run_1/layer_met1.png
Supply wires on this layer in gray.
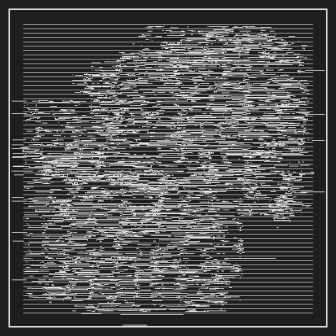
run_1/layer_met2.png
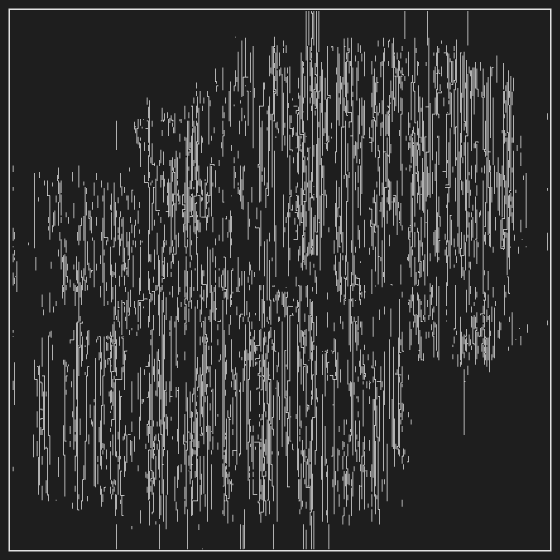
run_1/layer_met3.png
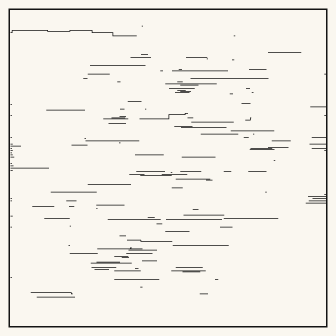
run_1/layer_met4.png
Bar = 50 um. Supply wires on this layer in gray. Cells faint in the background.
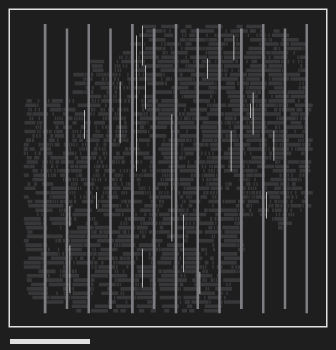
===== config.mk =====
export PLATFORM = sky130hd
export DESIGN_NAME = spi_slave_fifo_flat
export DESIGN_NICKNAME = d
export VERILOG_FILES = /design/src/rtl/spi_slave_fifo_if.sv /design/src/rtl/spi_slave_fifo.sv /design/src/flat_wrapper.sv
export SDC_FILE = /design/constraint.sdc
export NUM_CORES = 1
export LEC_CHECK = 0
export ABC_AREA = 1
export CORE_MARGIN = 8
export CORE_UTILIZATION = 45
export DETAILED_ROUTE_END_ITERATION = 8
export HOLD_SLACK_MARGIN = 0.12
export MAX_ROUTING_LAYER = met4
export SYNTH_ARGS = -nofsm -noshare
export SYNTH_HDL_FRONTEND = slang
export SYNTH_SLANG_ARGS = --single-unit

===== constraint.sdc =====
create_clock -name i_clk -period 2.2 [get_ports i_clk]
set_input_delay 0.44 -clock i_clk [delete_from_list [all_inputs] [get_ports i_clk]]
set_output_delay 0.44 -clock i_clk [all_outputs]
set_load 0.03 [all_outputs]

===== src/rtl/spi_slave_fifo_if.sv =====
// Ready/valid FIFO-side bus of the SPI slave: TX words in, RX words out.
interface spi_slave_fifo_if #(parameter int DATA_WIDTH = 16);
  logic                  tx_valid, tx_ready, rx_valid, rx_ready;
  logic [DATA_WIDTH-1:0] tx_data, rx_data;

  modport slave  (input tx_valid, tx_data, rx_ready, output tx_ready, rx_valid, rx_data);
  modport master (output tx_valid, tx_data, rx_ready, input tx_ready, rx_valid, rx_data);
endinterface


===== src/rtl/spi_slave_fifo.sv =====
// SPI slave with runtime CPOL/CPHA/width, back-to-back frames per CS and
// TX/RX FIFOs; all SPI pins are synchronised into the clk domain.
module spi_slave_fifo #(
  parameter int DATA_WIDTH     = 16,
  parameter int FIFO_DEPTH_LOG = 3,
  parameter int SYNC_STAGES    = 2
) (
  input  logic                          i_clk,
  input  logic                          i_rst_n,
  input  logic                          i_cfg_valid,
  input  logic                          i_cfg_cpol,
  input  logic                          i_cfg_cpha,
  input  logic [$clog2(DATA_WIDTH)-1:0] i_cfg_width,
  input  logic                          i_sck,
  input  logic                          i_cs,
  input  logic                          i_mosi,
  output logic                          o_miso,
  output logic                          o_miso_oe,
  output logic                          o_tx_underrun,
  output logic                          o_rx_overflow,
  output logic                          o_busy,
  spi_slave_fifo_if.slave               fifo
);
  localparam int WW    = $clog2(DATA_WIDTH);
  localparam int FL    = FIFO_DEPTH_LOG;
  localparam int DEPTH = 1 << FIFO_DEPTH_LOG;

  typedef enum logic [1:0] {IDLE, LOAD, SHIFT} state_t;
  state_t r_state, w_next;

  logic [SYNC_STAGES-1:0] r_sck_s, r_cs_s, r_mosi_s;
  logic                   r_sck_d, r_cpol, r_cpha, r_push, r_underrun, r_overflow;
  logic [WW-1:0]          r_width, r_cnt;
  logic [DATA_WIDTH-1:0]  r_tx_sr, r_rx_sr, r_rx_word;
  logic [DATA_WIDTH-1:0]  r_tx_mem [DEPTH];
  logic [DATA_WIDTH-1:0]  r_rx_mem [DEPTH];
  logic [FL-1:0]          r_tx_wp, r_tx_rp, r_rx_wp, r_rx_rp;
  logic [FL:0]            r_tx_cnt, r_rx_cnt;

  logic w_sck, w_cs, w_mosi, w_edge, w_lead, w_trail, w_sample, w_shift, w_last, w_load;
  logic w_tx_push, w_tx_pop, w_tx_empty, w_rx_push, w_rx_pop, w_rx_full;
  logic [DATA_WIDTH-1:0] w_rx_next, w_mask;

  always_ff @(posedge i_clk) begin
    if (!i_rst_n) begin
      r_sck_s  <= '0;
      r_cs_s   <= '1;
      r_mosi_s <= '0;
      r_sck_d  <= 1'b0;
    end else begin
      r_sck_s  <= {r_sck_s[SYNC_STAGES-2:0], i_sck};
      r_cs_s   <= {r_cs_s[SYNC_STAGES-2:0], i_cs};
      r_mosi_s <= {r_mosi_s[SYNC_STAGES-2:0], i_mosi};
      r_sck_d  <= w_sck;
    end
  end

  assign w_sck   = r_sck_s[SYNC_STAGES-1];
  assign w_cs    = r_cs_s[SYNC_STAGES-1];
  assign w_mosi  = r_mosi_s[SYNC_STAGES-1];
  assign w_edge  = w_sck ^ r_sck_d;
  assign w_lead  = w_edge & (w_sck ^ r_cpol);
  assign w_trail = w_edge & ~(w_sck ^ r_cpol);

  // A shift edge seen before any sample of the current frame would skip the
  // freshly loaded MSB (cpha=1 first lead, or cpha=0 trail right after LOAD).
  assign w_sample = (r_state == SHIFT) & ~w_cs & (r_cpha ? w_trail : w_lead);
  assign w_shift  = (r_state == SHIFT) & ~w_cs & (r_cpha ? w_lead : w_trail) & (r_cnt != '0);
  assign w_last   = w_sample & (r_cnt == r_width);
  assign w_load   = (r_state == LOAD) & ~w_cs;

  assign w_rx_next = {r_rx_sr[DATA_WIDTH-2:0], w_mosi};
  assign w_mask    = ~({DATA_WIDTH{1'b1}} << (32'(r_width) + 1));

  assign fifo.tx_ready = (r_tx_cnt != (FL+1)'(DEPTH));
  assign w_tx_push     = fifo.tx_valid & fifo.tx_ready;
  assign w_tx_empty    = (r_tx_cnt == '0);
  assign w_tx_pop      = w_load & ~w_tx_empty;

  assign fifo.rx_valid = (r_rx_cnt != '0);
  assign fifo.rx_data  = r_rx_mem[r_rx_rp];
  assign w_rx_pop      = fifo.rx_ready & fifo.rx_valid;
  assign w_rx_full     = (r_rx_cnt == (FL+1)'(DEPTH));
  assign w_rx_push     = r_push & (~w_rx_full | w_rx_pop);

  always_ff @(posedge i_clk) begin
    if (w_tx_push) r_tx_mem[r_tx_wp] <= fifo.tx_data;
    if (w_rx_push) r_rx_mem[r_rx_wp] <= r_rx_word;
  end

  always_ff @(posedge i_clk) begin
    if (!i_rst_n) begin
      r_tx_wp  <= '0;
      r_tx_rp  <= '0;
      r_tx_cnt <= '0;
      r_rx_wp  <= '0;
      r_rx_rp  <= '0;
      r_rx_cnt <= '0;
    end else begin
      if (w_tx_push) r_tx_wp <= r_tx_wp + 1'b1;
      if (w_tx_pop)  r_tx_rp <= r_tx_rp + 1'b1;
      if (w_rx_push) r_rx_wp <= r_rx_wp + 1'b1;
      if (w_rx_pop)  r_rx_rp <= r_rx_rp + 1'b1;
      case ({w_tx_push, w_tx_pop})
        2'b10:   r_tx_cnt <= r_tx_cnt + 1'b1;
        2'b01:   r_tx_cnt <= r_tx_cnt - 1'b1;
        default: r_tx_cnt <= r_tx_cnt;
      endcase
      case ({w_rx_push, w_rx_pop})
        2'b10:   r_rx_cnt <= r_rx_cnt + 1'b1;
        2'b01:   r_rx_cnt <= r_rx_cnt - 1'b1;
        default: r_rx_cnt <= r_rx_cnt;
      endcase
    end
  end

  always_ff @(posedge i_clk) begin
    if (!i_rst_n) r_state <= IDLE;
    else          r_state <= w_next;
  end

  always_comb begin
    w_next = r_state;
    case (r_state)
      IDLE:    if (!w_cs) w_next = LOAD;
      LOAD:    w_next = SHIFT;
      SHIFT:   if (w_last) w_next = LOAD;
      default: w_next = IDLE;
    endcase
    if (w_cs) w_next = IDLE;
  end

  always_ff @(posedge i_clk) begin
    if (!i_rst_n) begin
      r_cpol     <= 1'b0;
      r_cpha     <= 1'b0;
      r_width    <= WW'(DATA_WIDTH - 1);
      r_cnt      <= '0;
      r_tx_sr    <= '0;
      r_rx_sr    <= '0;
      r_rx_word  <= '0;
      r_push     <= 1'b0;
      r_underrun <= 1'b0;
      r_overflow <= 1'b0;
    end else begin
      r_push     <= w_last;
      r_underrun <= w_load & w_tx_empty;
      r_overflow <= r_push & w_rx_full & ~w_rx_pop;
      if (i_cfg_valid && w_cs && r_state == IDLE) begin
        r_cpol  <= i_cfg_cpol;
        r_cpha  <= i_cfg_cpha;
        r_width <= i_cfg_width;
      end
      if (w_sample) r_rx_sr <= w_rx_next;
      if (w_last)   r_rx_word <= w_rx_next & w_mask;
      if (w_load)        r_tx_sr <= w_tx_empty ? '0 : r_tx_mem[r_tx_rp];
      else if (w_shift)  r_tx_sr <= r_tx_sr << 1;
      if (w_cs || w_last || w_load) r_cnt <= '0;
      else if (w_sample)            r_cnt <= r_cnt + 1'b1;
    end
  end

  assign o_miso        = ~w_cs & r_tx_sr[r_width];
  assign o_miso_oe     = ~w_cs;
  assign o_busy        = (r_state != IDLE);
  assign o_tx_underrun = r_underrun;
  assign o_rx_overflow = r_overflow;
endmodule


===== src/flat_wrapper.sv =====
// flat-port wrapper written by rule: the top's interface ports become plain ports
module spi_slave_fifo_flat 
#(
  parameter int DATA_WIDTH     = 16,
  parameter int FIFO_DEPTH_LOG = 3,
  parameter int SYNC_STAGES    = 2
)
  (i_clk, i_rst_n, i_cfg_valid, i_cfg_cpol, i_cfg_cpha, i_cfg_width, i_sck, i_cs, i_mosi, o_miso, o_miso_oe, o_tx_underrun, o_rx_overflow, o_busy, fifo_tx_valid, fifo_tx_data, fifo_rx_ready, fifo_tx_ready, fifo_rx_valid, fifo_rx_data);
  spi_slave_fifo_if #(.DATA_WIDTH(DATA_WIDTH)) fifo_i ();
  input  logic i_clk;
  input  logic i_rst_n;
  input  logic i_cfg_valid;
  input  logic i_cfg_cpol;
  input  logic i_cfg_cpha;
  input  logic [$clog2(DATA_WIDTH)-1:0] i_cfg_width;
  input  logic i_sck;
  input  logic i_cs;
  input  logic i_mosi;
  output logic o_miso;
  output logic o_miso_oe;
  output logic o_tx_underrun;
  output logic o_rx_overflow;
  output logic o_busy;
  input wire logic [$bits(fifo_i.tx_valid)-1:0] fifo_tx_valid;
  input wire logic [$bits(fifo_i.tx_data)-1:0] fifo_tx_data;
  input wire logic [$bits(fifo_i.rx_ready)-1:0] fifo_rx_ready;
  output wire logic [$bits(fifo_i.tx_ready)-1:0] fifo_tx_ready;
  output wire logic [$bits(fifo_i.rx_valid)-1:0] fifo_rx_valid;
  output wire logic [$bits(fifo_i.rx_data)-1:0] fifo_rx_data;
  assign fifo_i.tx_valid = fifo_tx_valid;
  assign fifo_i.tx_data = fifo_tx_data;
  assign fifo_i.rx_ready = fifo_rx_ready;
  assign fifo_tx_ready = fifo_i.tx_ready;
  assign fifo_rx_valid = fifo_i.rx_valid;
  assign fifo_rx_data = fifo_i.rx_data;
  spi_slave_fifo #(.DATA_WIDTH(DATA_WIDTH), .FIFO_DEPTH_LOG(FIFO_DEPTH_LOG), .SYNC_STAGES(SYNC_STAGES)) u_core (.i_clk(i_clk), .i_rst_n(i_rst_n), .i_cfg_valid(i_cfg_valid), .i_cfg_cpol(i_cfg_cpol), .i_cfg_cpha(i_cfg_cpha), .i_cfg_width(i_cfg_width), .i_sck(i_sck), .i_cs(i_cs), .i_mosi(i_mosi), .o_miso(o_miso), .o_miso_oe(o_miso_oe), .o_tx_underrun(o_tx_underrun), .o_rx_overflow(o_rx_overflow), .o_busy(o_busy), .fifo(fifo_i));
endmodule

==> run summary, run 1 <==
yosys + openroad results -> most frequent CP cell sky130_fd_sc_hd__buf_12, length of the first detailed-routing pass in iterations 5, fraction of power spent switching nets 27.8%, total number of H-tree levels 2, violated checks negative setup slack, placed cells approximately 1,900, setup slack of the worst register-to-register path ~200 ps, antenna cell count 0, Crit path largest cell delay between 300 and 400 ps, proportion of layout cells with a drive suffix above 1 13.6%, detail-routed net length per standard cell approximately 17 um, clock buffer depth 3, worst setup margin -140 ps, Cell area leaders sky130_fd_sc_hd__edfxtp_1, sky130_fd_sc_hd__dfxtp_1, sky130_fd_sc_hd__nand2_1, largest family of logic cells by area simple AND/OR/NAND/NOR gates, Area leader share about 52%, total net switching power 5.02 mW, setup violators final 17, worst setup path class register to output pin, result of the run finished, violations left, Post-Route Skew approximately 18 ps, relative slew slack between 50% and 60%, maximum capacitance violations 0, number of antenna violations at the first check in global routing 0
Notes on layer_met1.png above:
main direction: horizontal
longest straight run: 74.5 um

Notes on layer_met2.png above:
main direction: vertical
longest straight run: 68.5 um
share of all routed wire: 46%
nets with wire on the layer: 1,133
wire length on this layer: 15,700 um

Notes on layer_met3.png above:
wire length on this layer: 1,640 um
nets with wire on the layer: 92

Notes on layer_met4.png above:
longest straight run: 84.3 um
main direction: vertical
share of all routed wire: 1.5%

## run 1: registers in the layout, summed over array words and instances (netlist names), 2 cells and up, named ones only
signal,count
u_core.r_rx_cnt,4
u_core.r_rx_wp,3
u_core.r_rx_word,16
u_core.r_tx_mem,128
u_core.r_tx_rp,3
u_core.r_state,2
u_core.r_cnt,4
u_core.r_sck_s,2
u_core.r_cs_s,2
u_core.r_tx_wp,3
u_core.r_tx_cnt,4
u_core.r_width,4
u_core.r_rx_rp,3
u_core.r_mosi_s,2
u_core.r_rx_sr,15
u_core.r_tx_sr,16
u_core.r_rx_mem,128
## run 1: routing by layer
metal | global-route usage, % | part of all wire, % | routed length (um)
met4 | 4.24 | 1.5 | 516
met5 | - | 0 | 0
met1 | 24.2 | 47 | 15900
met2 | 27.0 | 46 | 15700
met3 | 2.30 | 4.9 | 1640
## run 1: worst reg2reg max path, stage by stage (launching register included)
cell                      delay, ps
sky130_fd_sc_hd__dfxtp_4        380
sky130_fd_sc_hd__buf_4          130
sky130_fd_sc_hd__ha_1           210
sky130_fd_sc_hd__inv_1           60
sky130_fd_sc_hd__ha_1           370
sky130_fd_sc_hd__or2_2          370
sky130_fd_sc_hd__a21oi_1        170
sky130_fd_sc_hd__nand3_1        100
sky130_fd_sc_hd__a21oi_1        150
## run 1: through the flow
step / power, mW / utilization (%) / cell area, um2 / hold WS, ps / setup WS [ps]
floorplan: 9.45 / - / 14700 / 390 / 37.3
global placement: 10.5 / 49.3 / 15900 / 397 / -40.2
detailed placement: 10.5 / 49.3 / 15900 / 400 / -56.7
CTS: 17.4 / 54.0 / 17500 / 355 / -148
global route: 18.8 / 55.3 / 17900 / 381 / -215
finish: 18.0 / 55.3 / 17900 / 376 / -140
## run 1: area by class of cell
cell class                      count  area, um2  share of cell area [%]
Timing Repair inverter              1       11.3                  0.0630
Multi-Input combinational cell    895       4500                    25.2
Inverter                          119        479                    2.68
Clock inverter                     22        223                    1.25
Timing Repair Buffer              116       1480                    8.26
Clock buffer                       50       1040                    5.81
Sequential cell                   351       9600                    53.7
Tap cell                          442        553                    3.09
## run 1: cell usage in the layout (no fill, tap or decap), types with 10 or more instances in the layout
cell                              count
sky130_fd_sc_hd__nor2_2              10
sky130_fd_sc_hd__nand3b_1            10
sky130_fd_sc_hd__buf_4               29
sky130_fd_sc_hd__inv_1              109
sky130_fd_sc_hd__buf_6               18
sky130_fd_sc_hd__o211ai_1            41
sky130_fd_sc_hd__nand3_1             77
sky130_fd_sc_hd__o21ai_1             10
sky130_fd_sc_hd__buf_12              22
sky130_fd_sc_hd__nor2_1             217
sky130_fd_sc_hd__clkdlybuf4s50_1     31
sky130_fd_sc_hd__edfxtp_1           256
sky130_fd_sc_hd__clkbuf_16           47
sky130_fd_sc_hd__dfxtp_1             90
sky130_fd_sc_hd__a21oi_1             61
sky130_fd_sc_hd__nand2_2             13
sky130_fd_sc_hd__clkbuf_1            10
sky130_fd_sc_hd__o32ai_1             10
sky130_fd_sc_hd__ha_1                16
sky130_fd_sc_hd__nand2_1            313
sky130_fd_sc_hd__o32ai_2             22
sky130_fd_sc_hd__o21ai_0             69
## Run 2: what changed since run 1
--- a/config.mk
+++ b/config.mk
@@ -6,11 +6,14 @@
 export NUM_CORES = 1
 export LEC_CHECK = 0
 export ABC_AREA = 1
+export CELL_PAD_IN_SITES_DETAIL_PLACEMENT = 1
+export CELL_PAD_IN_SITES_GLOBAL_PLACEMENT = 1
 export CORE_MARGIN = 8
 export CORE_UTILIZATION = 45
 export DETAILED_ROUTE_END_ITERATION = 8
 export HOLD_SLACK_MARGIN = 0.12
 export MAX_ROUTING_LAYER = met4
+export PLACE_DENSITY_LB_ADDON = 0.1
 export SYNTH_ARGS = -nofsm -noshare
 export SYNTH_HDL_FRONTEND = slang
 export SYNTH_SLANG_ARGS = --single-unit
==> constraint.sdc (replaced) <==
create_clock -name i_clk -period 2.4 [get_ports i_clk]
set_input_delay 0.48 -clock i_clk [delete_from_list [all_inputs] [get_ports i_clk]]
set_output_delay 0.48 -clock i_clk [all_outputs]
set_load 0.03 [all_outputs]
run_2/layer_met4.png
Bar = 50 um. Supply wires on this layer in gray. Cells faint in the background.
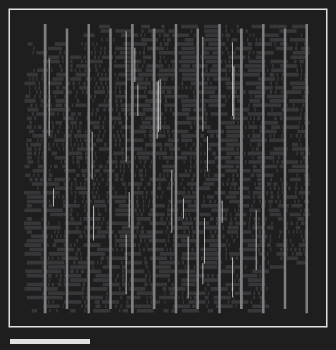
nets with wire on the layer: 14
wire length on this layer: 750 um
share of all routed wire: 2.0%
main direction: vertical
total length of routed wires: 38.4 mm
count of vias placed by the detailed router: 10,539

==> run summary, run 2 <==
yosys + openroad results -> most crowded layer after global routing met2, end-of-flow core utilization 54.4%, logic area around 4500 um2, violated checks negative setup slack, Post-Route Skew ~22 ps, result of the run finished, violations left, antenna cell count 0, worst setup path class register to output pin, detail-routed net length per standard cell 19.3 um, proportion of layout cells with a drive suffix above 1 about an eighth, met1 track demand over resource between 20% and 30%, length of the first detailed-routing pass in iterations 4, top library cells by usage in the layout, fill and taps aside sky130_fd_sc_hd__nand2_1, sky130_fd_sc_hd__edfxtp_1, sky130_fd_sc_hd__nor2_1, total number of H-tree levels 2, Design Area, Final 17,600 um2, number of nets in the synthesized netlist between 1,000 and 1,500, largest registers in the final layout u_core.r_rx_mem (128), u_core.r_tx_mem (128), Area leader share around 52%, GRT met3 Usage ~3%, Cell area leaders sky130_fd_sc_hd__edfxtp_1, sky130_fd_sc_hd__dfxtp_1, sky130_fd_sc_hd__nand2_1, setup violators final 1, worst setup margin -17.7 ps, post-route total power ~16 mW, number of antenna violations at the first check in global routing 0, clock buffer depth 3, highest-count logic cell in the final layout sky130_fd_sc_hd__nand2_1, relative slew slack 52.7%, met2 track demand over resource about 35%
run_2/clocks.png
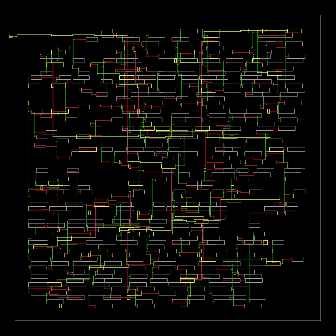
clock latency of the later-clocked register in the worst-skew pair: 530 ps
clock tree buffer count of the final layout: 54

run 2: cell counts after synthesis:
Identical to the previous run, type by type.
run 2: layout make-up:
cell class	count	share of cell area, %
sequential	351	54.5
clock buffer	54	6.09
clock inverter	16	1.12
timing repair buffer	115	7.15
tap	442	3.14
inverter	119	2.62
multi-input combinational	895	25.4
run 2: stage by stage:
stage | worst slack (ps) | std cells | hold slack [ps]
after floorplan | 237 | 1437 | 390
after global placement | 78.3 | 1913 | 396
after detailed placement | 27.8 | 1913 | 406
after CTS | -55.8 | 1991 | 287
after global routing | -84.8 | 1992 | 301
final | -17.7 | 1992 | 300
run 2: timing repair:
item / in CTS / in global routing
pin swaps: 3 / 7
gates resized: 92 / 46
cloned: 3 / 0
endpoints found under the hold margin: 0 / 0
setup buffers: 5 / 3
setup endpoints to repair: 17 / 18
hold buffers: 0 / 0
run 2: path summary, 6_finish.rpt:
check	cells after the start	slack, ps	end	startpoint
max	6	-20	fifo_rx_data[14]	register
min reg2reg	2	410	u_core.r_sck_s[1]	u_core.r_sck_s[0]
max reg2reg	13	230	u_core.r_tx_cnt[3]	u_core.r_cs_s[1]
min	3	300	u_core.r_cs_s[0]	i_rst_n
run 2: cells by family after synthesis:
family / count (synthesis) / share of synthesized area (%)
AND/OR/NAND/NOR: 652 / 18.2
flip-flops: 351 / 65.3
AND-OR/OR-AND: 217 / 8.95
buffers and inverters: 191 / 5.46
adder cells (fa/ha/maj): 17 / 1.50
XOR/XNOR: 9 / 0.537
run 2: routing by layer:
layer | up-vias | share of wire (%)
met5 | - | 0
li1 | 5034 | -
met3 | 56 | 3.6
met1 | 5267 | 46
met4 | 0 | 2.0
met2 | 182 | 49
run 2: report_power, final:
part,leakage [nW],switching (mW),internal (mW)
Clock,0.614,2.38,3.56
Sequential,3.05,0.117,6.61
Combinational,2.87,2.05,1.38
run 2: critical path, stage by stage, from the launching register on:
cell	delay, ps
sky130_fd_sc_hd__dfxtp_4	390
sky130_fd_sc_hd__buf_6	180
sky130_fd_sc_hd__o21ai_0	350
sky130_fd_sc_hd__o32ai_2	150
sky130_fd_sc_hd__nand2_1	100
sky130_fd_sc_hd__nand2_2	80
sky130_fd_sc_hd__buf_6	140
Power and IR drop assume default switching activity.
